[src/rtl/vslc_pkg.sv]
`default_nettype none
// +----------------------------------------------------------------------+
// | vslc_pkg                                                             |
// | Shared types and constants for the VSLC program sequencer.           |
// | Revision: 1.0                                                        |
// +----------------------------------------------------------------------+
package vslc_pkg;

   // Sequencer control states
   typedef enum logic [2:0] {
      ST_IDLE  = 3'd0,
      ST_LOAD  = 3'd1,
      ST_SNAP  = 3'd2,
      ST_ISSUE = 3'd3,
      ST_DONE  = 3'd4
   } seq_state_t;

   // Unused executor opcode, reserved as the end-of-program marker
   localparam logic [7:0] VSLC_OP_END = 8'hFF;

   // Executor instruction fields: opcode in the upper bits, operand below
   localparam int VSLC_OPC_MSB = 7;
   localparam int VSLC_OPC_LSB = 3;
   localparam int VSLC_ARG_MSB = 2;
   localparam int VSLC_ARG_LSB = 0;

   function automatic logic is_end(input logic [7:0] b);
      return b == VSLC_OP_END;
   endfunction

endpackage
`default_nettype wire

[src/rtl/tt_um_jimktrains_vslc_progmem.sv]
`default_nettype none
// +----------------------------------------------------------------------+
// | tt_um_jimktrains_vslc_progmem                                        |
// | PROG_DEPTH x 8 program store, synchronous write, asynchronous read.  |
// | Contents are not reset; the sequencer owns all pointers.             |
// | Revision: 1.0                                                        |
// +----------------------------------------------------------------------+
module tt_um_jimktrains_vslc_progmem #(
   parameter int PROG_DEPTH = 16,
   parameter int ADDR_W     = $clog2(PROG_DEPTH)
) (
   input  logic              clk,
   input  logic              we,
   input  logic [ADDR_W-1:0] waddr,
   input  logic [7:0]        wdata,
   input  logic [ADDR_W-1:0] raddr,
   output logic [7:0]        rdata
);

   logic [7:0] mem [PROG_DEPTH];

   // Byte write from the load port
   always_ff @(posedge clk) begin
      if (we) begin
         mem[waddr] <= wdata;
      end
   end

   assign rdata = mem[raddr];

endmodule
`default_nettype wire

[src/rtl/tt_um_jimktrains_vslc_sequencer.sv]
`default_nettype none
// +----------------------------------------------------------------------+
// | tt_um_jimktrains_vslc_sequencer                                      |
// | Loads a ladder program over a byte stream and replays it to the      |
// | VSLC executor in repeated scans, with a per-scan input snapshot.     |
// | Optional feature macro: VSLC_SEQ_SINGLE_STEP_EN (step_en/step ports) |
// | Revision: 1.0                                                        |
// +----------------------------------------------------------------------+
module tt_um_jimktrains_vslc_sequencer
   import vslc_pkg::*;
#(
   parameter int PROG_DEPTH = 16,
   parameter int ADDR_W     = $clog2(PROG_DEPTH)
) (
   input  logic              clk,
   input  logic              rst,
   input  logic              run,
   input  logic              load_en,
   input  logic              load_valid,
   input  logic [7:0]        load_data,
`ifdef VSLC_SEQ_SINGLE_STEP_EN
   input  logic              step_en,
   input  logic              step,
`endif
   output logic              load_err,
   input  logic [7:0]        ui_in,
   output logic [7:0]        ui_snap,
   output logic [7:0]        ui_in_prev,
   output logic [7:0]        instr,
   output logic              instr_ready,
   output logic [ADDR_W-1:0] pc,
   output logic [ADDR_W:0]   prog_len,
   output logic              scan_done,
   output logic              busy
);

   seq_state_t        state, state_nxt;
   logic [ADDR_W-1:0] wptr;
   logic [ADDR_W-1:0] raddr;
   logic [7:0]        rdata;
   logic              mem_we;
   logic              full;
   logic              last;
   logic              advance;
   logic              ready_q;

   assign full   = (prog_len == (ADDR_W+1)'(PROG_DEPTH));
   assign last   = ({1'b0, pc} == prog_len - (ADDR_W+1)'(1));
   assign mem_we = (state == ST_LOAD) && load_valid && !full;

`ifdef VSLC_SEQ_SINGLE_STEP_EN
   // In step mode the presented instruction only issues in a step cycle
   assign advance     = !step_en || step;
   assign instr_ready = ready_q && advance;
`else
   assign advance     = 1'b1;
   assign instr_ready = ready_q;
`endif

   tt_um_jimktrains_vslc_progmem #(
      .PROG_DEPTH (PROG_DEPTH),
      .ADDR_W     (ADDR_W)
   ) u_progmem (
      .clk   (clk),
      .we    (mem_we),
      .waddr (wptr),
      .wdata (load_data),
      .raddr (raddr),
      .rdata (rdata)
   );

   // State register
   always_ff @(posedge clk or posedge rst) begin
      if (rst) begin
         state <= ST_IDLE;
      end else begin
         state <= state_nxt;
      end
   end

   // Next state; the read address looks one instruction ahead so instr is registered
   always_comb begin
      state_nxt = state;
      raddr     = pc + ADDR_W'(1);
      unique case (state)
         ST_IDLE: begin
            if (load_en) begin
               state_nxt = ST_LOAD;
            end else if (run && (prog_len != '0)) begin
               state_nxt = ST_SNAP;
            end
         end
         ST_LOAD: begin
            if (!load_en) begin
               state_nxt = ST_IDLE;
            end
         end
         ST_SNAP: begin
            raddr     = '0;
            state_nxt = ST_ISSUE;
         end
         ST_ISSUE: begin
            if (advance && (is_end(instr) || last)) begin
               state_nxt = ST_DONE;
            end
         end
         ST_DONE: begin
            state_nxt = run ? ST_SNAP : ST_IDLE;
         end
         default: state_nxt = ST_IDLE;
      endcase
   end

   // Registered outputs, load pointers and input images
   always_ff @(posedge clk or posedge rst) begin
      if (rst) begin
         wptr       <= '0;
         prog_len   <= '0;
         load_err   <= 1'b0;
         ui_snap    <= '0;
         ui_in_prev <= '0;
         instr      <= '0;
         ready_q    <= 1'b0;
         pc         <= '0;
         scan_done  <= 1'b0;
         busy       <= 1'b0;
      end else begin
         scan_done <= (state_nxt == ST_DONE);
         busy      <= (state_nxt != ST_IDLE);
         unique case (state)
            ST_IDLE: begin
               ready_q <= 1'b0;
               if (load_en) begin
                  wptr     <= '0;
                  prog_len <= '0;
                  load_err <= 1'b0;
               end
            end
            ST_LOAD: begin
               if (load_valid) begin
                  if (full) begin
                     load_err <= 1'b1;
                  end else begin
                     wptr     <= wptr + ADDR_W'(1);
                     prog_len <= prog_len + (ADDR_W+1)'(1);
                  end
               end
            end
            ST_SNAP: begin
               ui_in_prev <= ui_snap;
               ui_snap    <= ui_in;
               pc         <= '0;
               instr      <= rdata;
               ready_q    <= !is_end(rdata);
            end
            ST_ISSUE: begin
               if (advance) begin
                  if (state_nxt == ST_DONE) begin
                     ready_q <= 1'b0;
                  end else begin
                     pc      <= pc + ADDR_W'(1);
                     instr   <= rdata;
                     ready_q <= !is_end(rdata);
                  end
               end
            end
            default: ready_q <= 1'b0;
         endcase
      end
   end

endmodule
`default_nettype wire

[config.mk]
export PLATFORM = sky130hd
export DESIGN_NAME = tt_um_jimktrains_vslc_sequencer
export DESIGN_NICKNAME = d
export VERILOG_FILES = /design/src/rtl/vslc_pkg.sv /design/src/rtl/tt_um_jimktrains_vslc_progmem.sv /design/src/rtl/tt_um_jimktrains_vslc_sequencer.sv
export SDC_FILE = /design/constraint.sdc
export NUM_CORES = 1
export LEC_CHECK = 0
export CAP_MARGIN = 5
export CORE_MARGIN = 2
export CORE_UTILIZATION = 25
export DETAILED_ROUTE_END_ITERATION = 8
export GPL_TIMING_DRIVEN = 0
export PLACE_DENSITY = 0.39
export SLEW_MARGIN = 20
export SYNTH_ARGS = -nofsm -noshare
export SYNTH_HDL_FRONTEND = slang
export SYNTH_SLANG_ARGS = --single-unit
[constraint.sdc]
create_clock -name clk -period 6.7 [get_ports clk]
set_clock_uncertainty 0.1 [all_clocks]
set_input_delay 1.34 -clock clk [delete_from_list [all_inputs] [get_ports clk]]
set_output_delay 1.34 -clock clk [all_outputs]
set_load 0.02 [all_outputs]
Figure 1. Routing congestion.
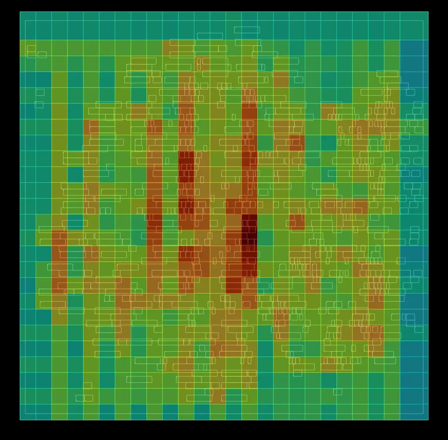
Total GRT Usage: 0.137
routing usage on met2: 0.218
met1 global-route usage: 0.188
met3 Resource Use GR: 0.0246
busiest grt layer: met2

Figure 2. Ports around the boundary.
Pins as bars across the die edge, other pins in gray.
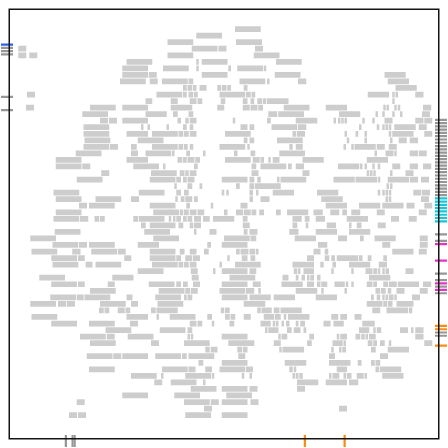
| port | color | pins | direction | edge |
|---|---|---|---|---|
| clk | blue | 1 | input | left |
| pc | magenta | 4 | output | right |
| prog_len | orange | 5 | output | 3 right, 2 bottom |
| instr | cyan | 8 | output | right |
all pins by edge: 47 right, 6 left, 5 bottom

Figure 3. Wiring by layer.
The bar under the picture is 50 um long.
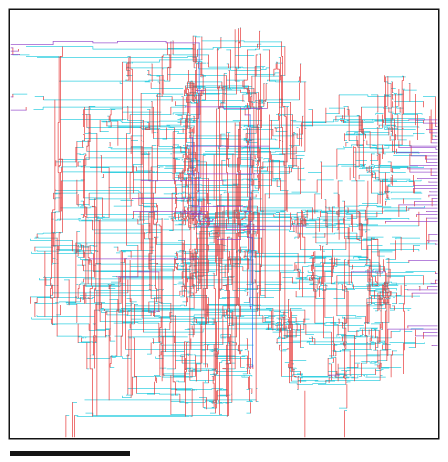
| layer | color | wire length |
|---|---|---|
| metal 2 | red | 9670 um |
| metal 1 | cyan | 10100 um |
| metal 4 | blue | 232 um |
| metal 3 | purple | 843 um |
DR WL/cell: 19.5 um
final WL: 20.8 mm
routed vias: 4818

Figure 4. Register map, names as in the netlist.
Other sequential cells in the stronger gray, the rest of the logic in the fainter gray.
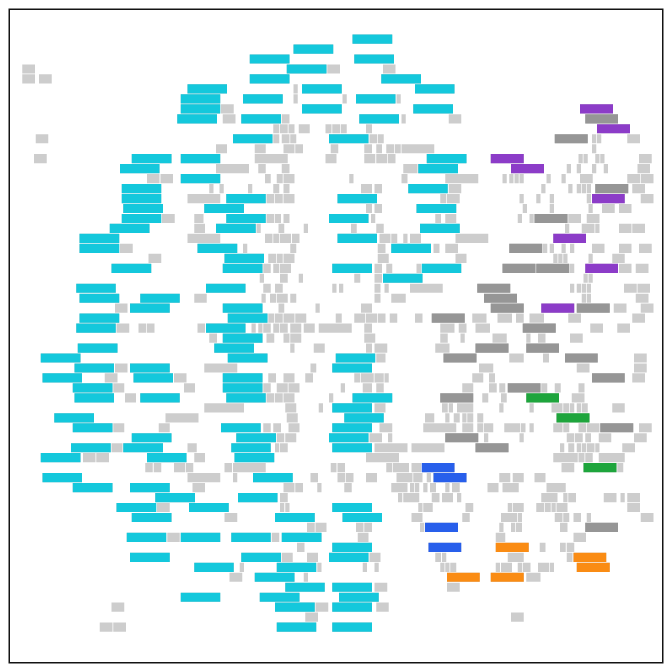
| name in the netlist | color | sequential cells |
|---|---|---|
| state | green | 3 |
| u_progmem.mem | cyan | 128 |
| ui_snap | purple | 8 |
| prog_len | orange | 5 |
| wptr | blue | 4 |
Seq power: 0.00141 W
Final Util: 0.310

==> results.yml <==
# yosys + openroad results
yosys:
  syn-mean-instance-area_sq_um: 12.9
  synth-main-ff-cell: "edfxtp_1"
  largest_area_cell: "edfxtp_1"
  area_leaders: "edfxtp_1 (51%), dfrtp_1 (15%), mux2i_1 (4.2%)"
  yosysWarnings: 0
  numSynthFlops: 172
  edf_count: 128
  netlist_area_sq_um: 7560
  top_area_frac: 0.508
  synthDistinctLibCells: 50
  ys_seq_share: 0.654
  floorplan.nets: 615
  yosysCellCount: 587
  synthCells: 587
  yosysChipArea_sq_um: 7560
  async_flop_share: 0.256
final_timing:
  period_used_share: 0.508
  fmax_mhz: 294
  maxSlewViolCount: 0
  finalCriticalPeriod_ps: 3400
  tns_ps: 0
  holdWs_ps: 377
  finalSetupViolCount: 0
  fin_ws_ps: 3300
  worst_pin_slew_ps: 983
setup_path:
  rr_startpoint: "pc[1]"
  arrival_ps: 3360
  cp.required_ps: 6650
  worst-r2r-setup-slack_ps: 3570
  worstSetupStartpointType: "input pin"
  rr_worst_depth: 10
  endpoint: "u_progmem.mem[4][4]"
  path_max_fanout: 10
  worst-setup-path-type: "in -> reg"
detailed_routing:
  drtIter0Drc: 370
  vias_per_cell: 4.51
  antenna_left: 0
cells_and_area:
  comb-cell-share: 0.258
  seqAreaFraction: 0.537
  logic_gates: 365
  design_area_sq_um: 9210
  drive_above_1_share: 0.114
  final_nets: 692
  stdcell_count: 1069
  clkbuf_count: 18
  clkCellAreaFrac: 0.0613
  inv_count: 11
  n_antenna_cell: 2
  register_area_sq_um: 4940
  largestClassByArea: "registers"
  signal_buffer_area_fraction: 0.0857
  area_growth_pct: 21.8
die:
  dieArea_sq_um: 31700
  die_w_um: 178
  floorplan.core_util: 0.255
  core_area_sq_um: 29700
  rows: 63
clock_network:
  clk_pin_slew_ps: 60
  cts_buffers: 17
  postCtsResizedCells: 0
  cts_buffer_depth: 2
  ctsHoldBuffers: 0
  cts_setup_buffers: 0
  clock-sinks: 172
  tritoncts: "done"
  htree_num_levels: 4
power:
  finalPower_w: 0.00422
  powerDensity_nw_per_um2: 458
  p_leak_nw: 3.23
  vdd_drop_max_uv: 203
place:
  dp_cells: 1035
  placed_area_sq_um: 8640
  dp_hpwl_mm: 14.8
  portBuffers: 57
  routabilityCongestion: 0.827
  preCtsSetupSlack_ps: 2830
run:
  cap_violations: 0
  openroad.warnings: 30
min_path:
  hold_class: "reg -> reg"
  hold_start: "ui_in_prev[0]"
  hold_path_depth: 2
status:
  status: "finished clean"
global_routing:
  grt_pass1_vias: 4952
  grt_pass1_wl_mm: 31.4
  grt_max_degree: 34
  overflow: 0
[routing by layer]
metal | up-vias | GRT usage
li1 | 2318 | -
met1 | 2387 | 0.188
met2 | 103 | 0.218
met3 | 10 | 0.0246
met4 | 0 | 0.0461
met5 | - | 0
[Yosys cell counts, types with 6 or more instances]
library cell  count
a21oi_1          22
a2bb2oi_1         8
a311oi_1          8
a32oi_1           8
and2_1           16
buf_2            15
clkbuf_1         15
dfrtp_1          44
edfxtp_1        128
ha_1              7
inv_1            11
mux2_2            8
mux2i_1          32
nand2_1          67
nand2b_1         22
nand3_1          22
nand4_1           6
nor2_1           32
nor2b_1          19
o2111ai_1        22
o21ai_0          10
or2_2             7
or3_1            10
xor2_1            7
[cell families (layout without fill, tap and decap cells)]
family | after synthesis | after routing | share of synthesized area
buf+inv | 50 | 140 | 0.0318
xor+xnor | 11 | 11 | 0.0127
compound gates | 91 | 91 | 0.0888
fa+ha+maj | 7 | 7 | 0.0116
mux | 40 | 40 | 0.0543
simple gates | 216 | 216 | 0.147
flops | 172 | 172 | 0.654
other cells | 0 | 2 | 0
[power by group]
group          internal (W)  leakage [nW]  switching (W)  total, W
Clock              0.000519         0.264       0.000432  0.000950
Sequential          0.00129          1.70       0.000119   0.00141
Combinational      0.000741          1.27        0.00112   0.00186
[state kept, by name, indices dropped and copies added (netlist names)]
signal and count:
instr_ready 1, busy 1, pc 4, instr 8, load_err 1, u_progmem.mem 128, ui_snap 8, prog_len 5
scan_done 1, state 3, wptr 4, ui_in_prev 8
[critical path, stage by stage]
cell             delay [ps]
clkdlybuf4s50_1         460
nand3_1                 200
nor2b_1                 200
clkbuf_1                390
nand2_1                 100
nor2_1                  200
and2_1                  450
Power and IR drop assume default switching activity.
